## src/rtl/synth_pkg.sv

```systemverilog
// synth_pkg: shared mode type, default widths and voice record for the synth voice controller
package synth_pkg;
    typedef enum logic {PLAY = 1'b0, DEMO = 1'b1} synth_mode_t;
    localparam int DEF_PITCH_W = 12;
    localparam int DEF_WAVE_W = 2;
    localparam int KEY_IDX_W = 8;
    localparam int RANK_MAX_W = 8;
    typedef struct packed {
        logic [KEY_IDX_W-1:0]   key;
        logic [DEF_PITCH_W-1:0] pitch;
        logic [DEF_WAVE_W-1:0]  wave;
        logic                   active;
        logic [RANK_MAX_W-1:0]  rank;
    } voice_t;
endpackage

```

## src/rtl/voice_picker.sv

```systemverilog
// voice_picker: lowest free voice and oldest (highest-rank) active voice, ties to lowest index
module voice_picker #(
    parameter int NUM_CHANNELS = 4,
    parameter int RANK_W = 2,
    parameter int IDX_W = 2
) (
    input  logic [NUM_CHANNELS-1:0]        active_i,
    input  logic [NUM_CHANNELS*RANK_W-1:0] rank_i,
    output logic [IDX_W-1:0]               free_idx_o,
    output logic                           any_free_o,
    output logic [IDX_W-1:0]               oldest_idx_o
);
    logic [RANK_W-1:0] best;
    logic              found;
    always_comb begin
        free_idx_o = '0;
        any_free_o = ~&active_i;
        oldest_idx_o = '0;
        best = '0;
        found = 1'b0;
        for (int i = NUM_CHANNELS - 1; i >= 0; i--)
            if (!active_i[i]) free_idx_o = IDX_W'(i);
        for (int i = 0; i < NUM_CHANNELS; i++)
            if (active_i[i] && (!found || rank_i[i*RANK_W +: RANK_W] > best)) begin
                found = 1'b1;
                best = rank_i[i*RANK_W +: RANK_W];
                oldest_idx_o = IDX_W'(i);
            end
    end
endmodule

```

## src/rtl/synth_voice_controller.sv

```systemverilog
// synth_voice_controller: polyphonic key-to-voice allocator with PLAY/DEMO output mux
module synth_voice_controller
    import synth_pkg::*;
#(
    parameter int NUM_KEYS = 8,
    parameter int NUM_CHANNELS = 4,
    parameter int PITCH_W = DEF_PITCH_W,
    parameter int WAVE_W = DEF_WAVE_W
) (
    input  logic                               clk,
    input  logic                               rst,
    input  logic [NUM_KEYS-1:0]                keys_i,
    input  logic [NUM_KEYS*PITCH_W-1:0]        key_pitches_i,
    input  logic [WAVE_W-1:0]                  waveform_sel_i,
    input  logic                               demo_req_i,
    input  logic                               play_req_i,
    input  logic [NUM_CHANNELS-1:0]            demo_channel_ena_i,
    input  logic [NUM_CHANNELS*WAVE_W-1:0]     demo_waveforms_i,
    input  logic [NUM_CHANNELS*PITCH_W-1:0]    demo_pitches_i,
    output logic [NUM_CHANNELS-1:0]            channel_ena_o,
    output logic [NUM_CHANNELS*WAVE_W-1:0]     waveforms_o,
    output logic [NUM_CHANNELS*PITCH_W-1:0]    pitches_o,
    output logic                               demo_ena_o,
    output logic [$clog2(NUM_CHANNELS+1)-1:0]  active_count_o,
    output logic                               steal_o
);
    localparam int KW = NUM_KEYS > 1 ? $clog2(NUM_KEYS) : 1;
    localparam int IW = $clog2(NUM_CHANNELS);
    localparam int RW = IW;
    localparam int CW = $clog2(NUM_CHANNELS + 1);
    synth_mode_t                    mode_q, mode_d;
    logic [NUM_KEYS-1:0]            keys_q, pend_on_q, pend_on_d, pend_off_q, pend_off_d;
    logic [NUM_KEYS-1:0]            rise, fall, cancel, on_ev, off_ev;
    logic [NUM_CHANNELS-1:0]        act_q, act_d;
    logic [NUM_CHANNELS*KW-1:0]     vkey_q, vkey_d;
    logic [NUM_CHANNELS*PITCH_W-1:0] vpitch_q, vpitch_d;
    logic [NUM_CHANNELS*WAVE_W-1:0] vwave_q, vwave_d;
    logic [NUM_CHANNELS*RW-1:0]     rank_q, rank_d;
    logic [KW-1:0]                  on_k, off_k;
    logic [IW-1:0]                  free_idx, old_idx, hit_v, tgt;
    logic                           any_free, hit, steal_d;
    logic [CW-1:0]                  cnt_d;
    voice_picker #(.NUM_CHANNELS(NUM_CHANNELS), .RANK_W(RW), .IDX_W(IW)) u_picker (
        .active_i     (act_q),
        .rank_i       (rank_q),
        .free_idx_o   (free_idx),
        .any_free_o   (any_free),
        .oldest_idx_o (old_idx)
    );
    always_comb begin
        mode_d = demo_req_i ? DEMO : play_req_i ? PLAY : mode_q;
        rise = keys_i & ~keys_q;
        fall = ~keys_i & keys_q;
        cancel = fall & pend_on_q;
        on_ev = (pend_on_q | rise) & ~cancel;
        off_ev = (pend_off_q | fall) & ~cancel;
        on_k = '0;
        off_k = '0;
        for (int i = NUM_KEYS - 1; i >= 0; i--) begin
            if (on_ev[i]) on_k = KW'(i);
            if (off_ev[i]) off_k = KW'(i);
        end
        hit = 1'b0;
        hit_v = '0;
        for (int i = NUM_CHANNELS - 1; i >= 0; i--)
            if (act_q[i] && vkey_q[i*KW +: KW] == off_k) begin
                hit = 1'b1;
                hit_v = IW'(i);
            end
        tgt = any_free ? free_idx : old_idx;
        pend_on_d = on_ev;
        pend_off_d = off_ev;
        act_d = act_q;
        vkey_d = vkey_q;
        vpitch_d = vpitch_q;
        vwave_d = vwave_q;
        rank_d = rank_q;
        steal_d = 1'b0;
        if (demo_req_i || play_req_i) begin
            pend_on_d = '0;
            pend_off_d = '0;
            act_d = '0;
            vkey_d = '0;
            vpitch_d = '0;
            vwave_d = '0;
            rank_d = '0;
        end else if (mode_q == DEMO) begin
            pend_on_d = '0;
            pend_off_d = '0;
        end else if (|off_ev) begin
            pend_off_d[off_k] = 1'b0;
            if (hit) begin
                act_d[hit_v] = 1'b0;
                for (int i = 0; i < NUM_CHANNELS; i++)
                    if (act_q[i] && rank_q[i*RW +: RW] > rank_q[hit_v*RW +: RW])
                        rank_d[i*RW +: RW] = rank_q[i*RW +: RW] - 1'b1;
            end
        end else if (|on_ev) begin
            pend_on_d[on_k] = 1'b0;
            steal_d = ~any_free;
            // every other voice ages by one; on a steal the victim is the oldest, so that is all of them
            for (int i = 0; i < NUM_CHANNELS; i++)
                if (act_q[i] && IW'(i) != tgt && (any_free || rank_q[i*RW +: RW] < rank_q[tgt*RW +: RW]))
                    rank_d[i*RW +: RW] = rank_q[i*RW +: RW] + 1'b1;
            act_d[tgt] = 1'b1;
            vkey_d[tgt*KW +: KW] = on_k;
            vpitch_d[tgt*PITCH_W +: PITCH_W] = key_pitches_i[on_k*PITCH_W +: PITCH_W];
            vwave_d[tgt*WAVE_W +: WAVE_W] = waveform_sel_i;
            rank_d[tgt*RW +: RW] = '0;
        end
        cnt_d = '0;
        for (int i = 0; i < NUM_CHANNELS; i++)
            cnt_d = cnt_d + CW'(act_d[i]);
    end
    always_ff @(posedge clk) begin
        keys_q <= keys_i;
        if (rst) begin
            mode_q <= PLAY;
            pend_on_q <= '0;
            pend_off_q <= '0;
            act_q <= '0;
            vkey_q <= '0;
            vpitch_q <= '0;
            vwave_q <= '0;
            rank_q <= '0;
            channel_ena_o <= '0;
            waveforms_o <= '0;
            pitches_o <= '0;
            demo_ena_o <= 1'b0;
            active_count_o <= '0;
            steal_o <= 1'b0;
        end else begin
            mode_q <= mode_d;
            pend_on_q <= pend_on_d;
            pend_off_q <= pend_off_d;
            act_q <= act_d;
            vkey_q <= vkey_d;
            vpitch_q <= vpitch_d;
            vwave_q <= vwave_d;
            rank_q <= rank_d;
            channel_ena_o <= (mode_d == DEMO) ? demo_channel_ena_i : act_d;
            waveforms_o <= (mode_d == DEMO) ? demo_waveforms_i : vwave_d;
            pitches_o <= (mode_d == DEMO) ? demo_pitches_i : vpitch_d;
            demo_ena_o <= mode_d == DEMO;
            active_count_o <= (mode_d == DEMO) ? '0 : cnt_d;
            steal_o <= steal_d;
        end
    end
endmodule

```

## config.mk

```make
export PLATFORM = sky130hd
export DESIGN_NAME = synth_voice_controller
export DESIGN_NICKNAME = d
export VERILOG_FILES = /design/src/rtl/synth_pkg.sv /design/src/rtl/voice_picker.sv /design/src/rtl/synth_voice_controller.sv
export SDC_FILE = /design/constraint.sdc
export NUM_CORES = 1
export LEC_CHECK = 0
export CAP_MARGIN = 20
export CORE_UTILIZATION = 35
export DETAILED_ROUTE_END_ITERATION = 6
export PLACE_DENSITY_LB_ADDON = 0.2
export SYNTH_ARGS = -nofsm -noshare
export SYNTH_HDL_FRONTEND = slang
export SYNTH_SLANG_ARGS = --single-unit
```

## constraint.sdc

```tcl
create_clock -name clk -period 5.6 [get_ports clk]
set_clock_uncertainty 0.05 [all_clocks]
set_input_delay 0.56 -clock clk [delete_from_list [all_inputs] [get_ports clk]]
set_output_delay 0.56 -clock clk [all_outputs]
set_load 0.01 [all_outputs]
```

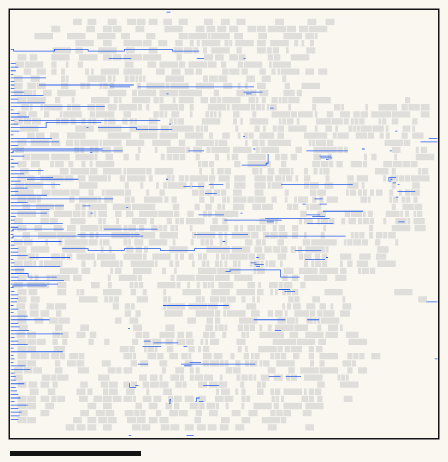
Figure 1: metal 3.
Bar = 50 um. Cells faint in the background.
share of all routed wire = 5.3%
longest straight run = 53.8 um
nets with wire on the layer = 164
wire length on this layer = 1700 um
main direction = horizontal
WL final: 31900 um
met3 Use GR: 5.21%

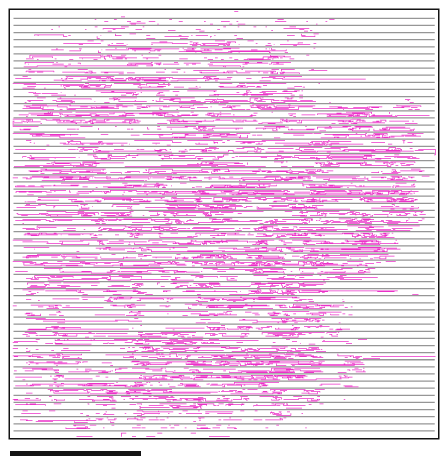
Figure 2: signal wires on met1.
Bar = 50 um. Supply wires on this layer in grey.
longest straight run = 48.3 um
wire length on this layer = 13900 um
share of all routed wire = 44%
nets with wire on the layer = 1402
main direction = horizontal
met1 usage: 29.8%
via count: 9062

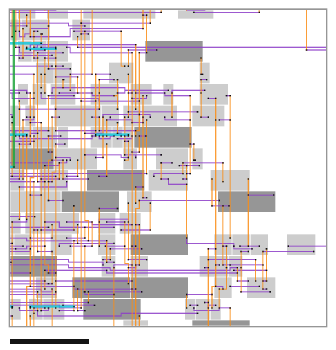
Figure 3: a small window of the routed layout.
Bar = 10 um. Region (103, 21) to (143, 61) um. Cells in grey, sequential cells in the stronger grey; small squares are vias.
orange -> M2
purple -> M1
green -> M4
cyan -> M3
most frequent = dfxtp_1 (11), nor2_1 (5)
sequential cells in the window = 11
cells with their middle in the window = 73
netlist names of flops here include = pend_off_q (5), pend_on_q (4), keys_q (2)

==> flow_summary.toml <==
# yosys + openroad results
[critical_path]
worstPathMaxFanout = 5
crit_slowest_cell = "fa_1"
crit_top_cell = "ha_1"
start_kind = "flop"
worstPathRequired_ns = 5.88
crit_arrival_ns = 5.52
endpoint_kind = "flop"

[synthesis]
top_cells_by_area = "dfxtp_1 (37%), nand2_1 (5.4%), ha_1 (3.8%)"
syn_nets = 1289
ys_types = 91
ys_sh_aoi_pct = 27.2
ys_area_um2 = 9150
yosysWarnings = 0
synthCells = 1090
top_logic_kind = "AND-OR/OR-AND gates"
synth_flop_count = 169
syn_avg_cell_area_um2 = 8.39
synth_top_cell_by_area = "dfxtp_1"
synthTopCellsByCount = "dfxtp_1 (169), nand2_1 (132), a21oi_1 (68), clkbuf_1 (57), nor2_1 (55)"
ys_cells = 1090
netlist_area_um2 = 9150
xor_area_share_pct = 0.862
synthArstFlopShare_pct = 0
fa_ha_area_share_pct = 4.05
postSynthSeqShare_pct = 37.0
top_area_share_pct = 37.0
ys_sh_mux_pct = 4.10

[clocking]
clk_pin_slew_ns = 0.08
cts_max_level = 4
postCtsSetupBuffers = 0
cts_max_path_buffers = 2
worst_skew_pair.late_latency_ns = 0.44
numCtsBuffers = 17
root_buffer = "clkbuf_16"
cts_tree = "yes"
postCtsHoldBufs = 0

[timing]
slew_violations = 0
tightest_slew_ns = 1.05
timing.final.crit_share_pct = 93.6
timing.fmax_mhz = 191
period_minus_slack_ns = 5.24
setup_viol = 0
hold_viol = 0
rsz0062_at_grt = "yes"
maxSlewHeadroom_pct = 30.0

[place]
port_buffers = 234
dp_hpwl_um = 23700
routabilityCongestion = 0.913

[floorplan]
fp_util_pct = 36.0
core_area_um2 = 25400
row_count = 58
die_w_um = 164
dieHeight_um = 164
die-area_um2 = 26800

[detailed_routing]
drtIter0Drc = 520
ant_nets = 0
drc_errors = 0
first_pass_iters = 5
viasPerCell = 5.42
wire_per_inst_um = 19.1

[power]
p_seq_share_pct = 41.1
p_comb_share_pct = 16.7
p_leak_uw = 0.00489
swShare_pct = 30.1
p_clk_share_pct = 42.2
p_int_uw = 2100
p_per_area_nw_per_um2 = 236
peakVddDrop_v = 0.000163

[job]
warning_count = 34
maxCapViolations = 0

[final_layout]
layout-drive-gt1-share_pct = 11.3
n_fill_cell = 2492
syn_to_final_growth_pct = 39.3
logic_area_um2 = 5420
regArea_um2 = 3380
diodes = 0
fin_nets = 1528

[grt]
grt_max_degree = 50
antenna_found_initial = 0
first_global_vias = 8747
grt_pass1_wl_um = 48800
grt_remaining_overflow = 0

[min_path]
hold_class = "reg2reg"

[outcome]
outcome = "completed"
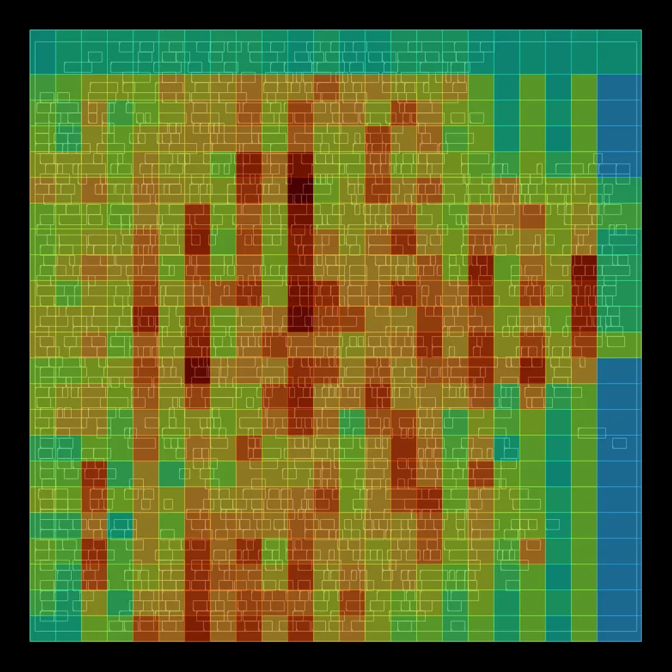
Figure 4: track usage over the die.
GR met2 Demand/Resource: 40.4%
GRT Total Usage: 23.9%
gr busiest metal: met2
Util after Layout: 50.2%

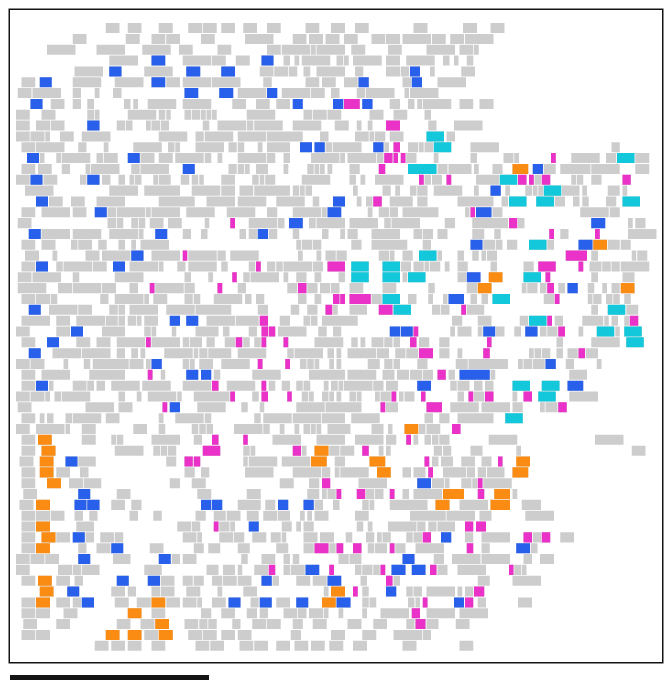
Figure 5: gate-type map.
Bar = 50 um.
orange -> mux cells  # cells 36, most used mux2i_1
blue -> non-inverting ao/oa cells  # cells 97, most used a22o_1, where widely spread
cyan -> fa/ha/maj cells  # cells 29, most used ha_1
magenta -> nor cells  # cells 114, most used nor2_1
fraction of area in multi-input gates: 42.5%
most common logic cell in the routed design: clkdlybuf4s50_1
Final Non-Filler Cells: 1672

-- per-stage QoR --
| stage | hold slack, ns | setup TNS, ns | instances | area (um2) | worst slack [ns] |
|---|---|---|---|---|---|
| CTS | 0.416 | 0 | 1672 | 12700 | 0.0839 |
| global route | 0.429 | -0.0889 | 1672 | 12700 | -0.0296 |
| detailed placement | 0.407 | 0 | 1640 | 12100 | 0.0307 |
| finish | 0.414 | 0 | 1672 | 12700 | 0.360 |
| floorplan | 0.382 | 0 | 1090 | 9150 | 0.0338 |
| global placement | 0.389 | 0 | 1640 | 12100 | 0.145 |
-- metal layers --
layer / global-route usage, % / wire, um / part of all wire (%)
met1: 29.8 / 13900 / 44
met2: 40.4 / 15500 / 49
met3: 5.21 / 1700 / 5.3
met4: 8.38 / 801 / 2.5
met5: 0 / 0 / 0
-- layout by cell type (no fill, tap or decap), drive strengths merged, types with 5 or more instances in the layout --
master / count
nor2b: 16
ha: 28
xnor2: 6
o21a: 18
a21o: 11
nand2b: 17
mux2: 6
clkdlybuf4s50: 234
nor3: 27
o211ai: 21
a211o: 16
a21boi: 5
a32o: 7
clkbuf: 17
o31ai: 5
nor4: 9
a2111oi: 6
buf: 56
and3: 46
dfxtp: 169
a211oi: 21
and2: 41
a22o: 23
inv: 44
o21ai: 79
a21oi: 73
mux2i: 30
a31oi: 7
nand4: 8
nand2: 133
o2111ai: 5
nand3: 29
nor2: 56
a221oi: 6
-- registers in the layout (all words and copies together) (netlist names) --
register and flops:
steal_o 1, vwave_q 8, act_q 4, pend_off_q 8, pend_on_q 8, vkey_q 12
pitches_o 48, rank_q 8, vpitch_q 48, mode_q 1, active_count_o 3, keys_q 8
channel_ena_o 4, waveforms_o 8
-- what timing repair did --
action                                  in CTS  in global routing
resized                                      3                 12
pin swaps                                    0                  2
endpoints found under the setup margin       3                 70
-- worst max-delay path, delay by kind of cell (launching register included) --
family                     cells  cell delay [ns]
buffers and inverters          4             0.36
muxes                          1             0.35
adders and majority gates      7             1.91
AOI/OAI and AO/OA              8             1.27
and+or+nand+nor                8             0.83
DFF                            1             0.36
-- area by class of cell --
class                           instances  share of cell area, %
Clock inverter                         15                   1.71
Multi-Input combinational cell        818                   42.5
Tap cell                              330                   3.24
Inverter                               33                  0.972
Sequential cell                       169                   26.6
Timing Repair Buffer                  290                   21.7
Clock buffer                           17                   3.34
-- power groups by stage --
stage	clock network, uW	registers [uW]	logic, uW
floorplan	0	1280	234
global placement	0	1270	500
detailed placement	0	1270	502
CTS	1280	1240	505
global route	1340	1240	540
finish	1270	1240	502
-- final timing paths --
path | start | to | slack [ns] | cells after the start
min | vkey_q[7] | vkey_q[7] | 0.41 | 2
min reg2reg | vkey_q[7] | vkey_q[7] | 0.41 | 2
max | act_q[0] | active_count_o[1] | 0.36 | 28
max reg2reg | act_q[0] | active_count_o[1] | 0.36 | 28
-- kinds of logic after synthesis --
kind of cell,count (synthesis)
AND/OR/NAND/NOR,398
adder cells (fa/ha/maj),29
XOR/XNOR,9
AND-OR/OR-AND,345
other,1
multiplexers,36
flip-flops,169
buffers and inverters,103
Power and IR drop assume default switching activity.
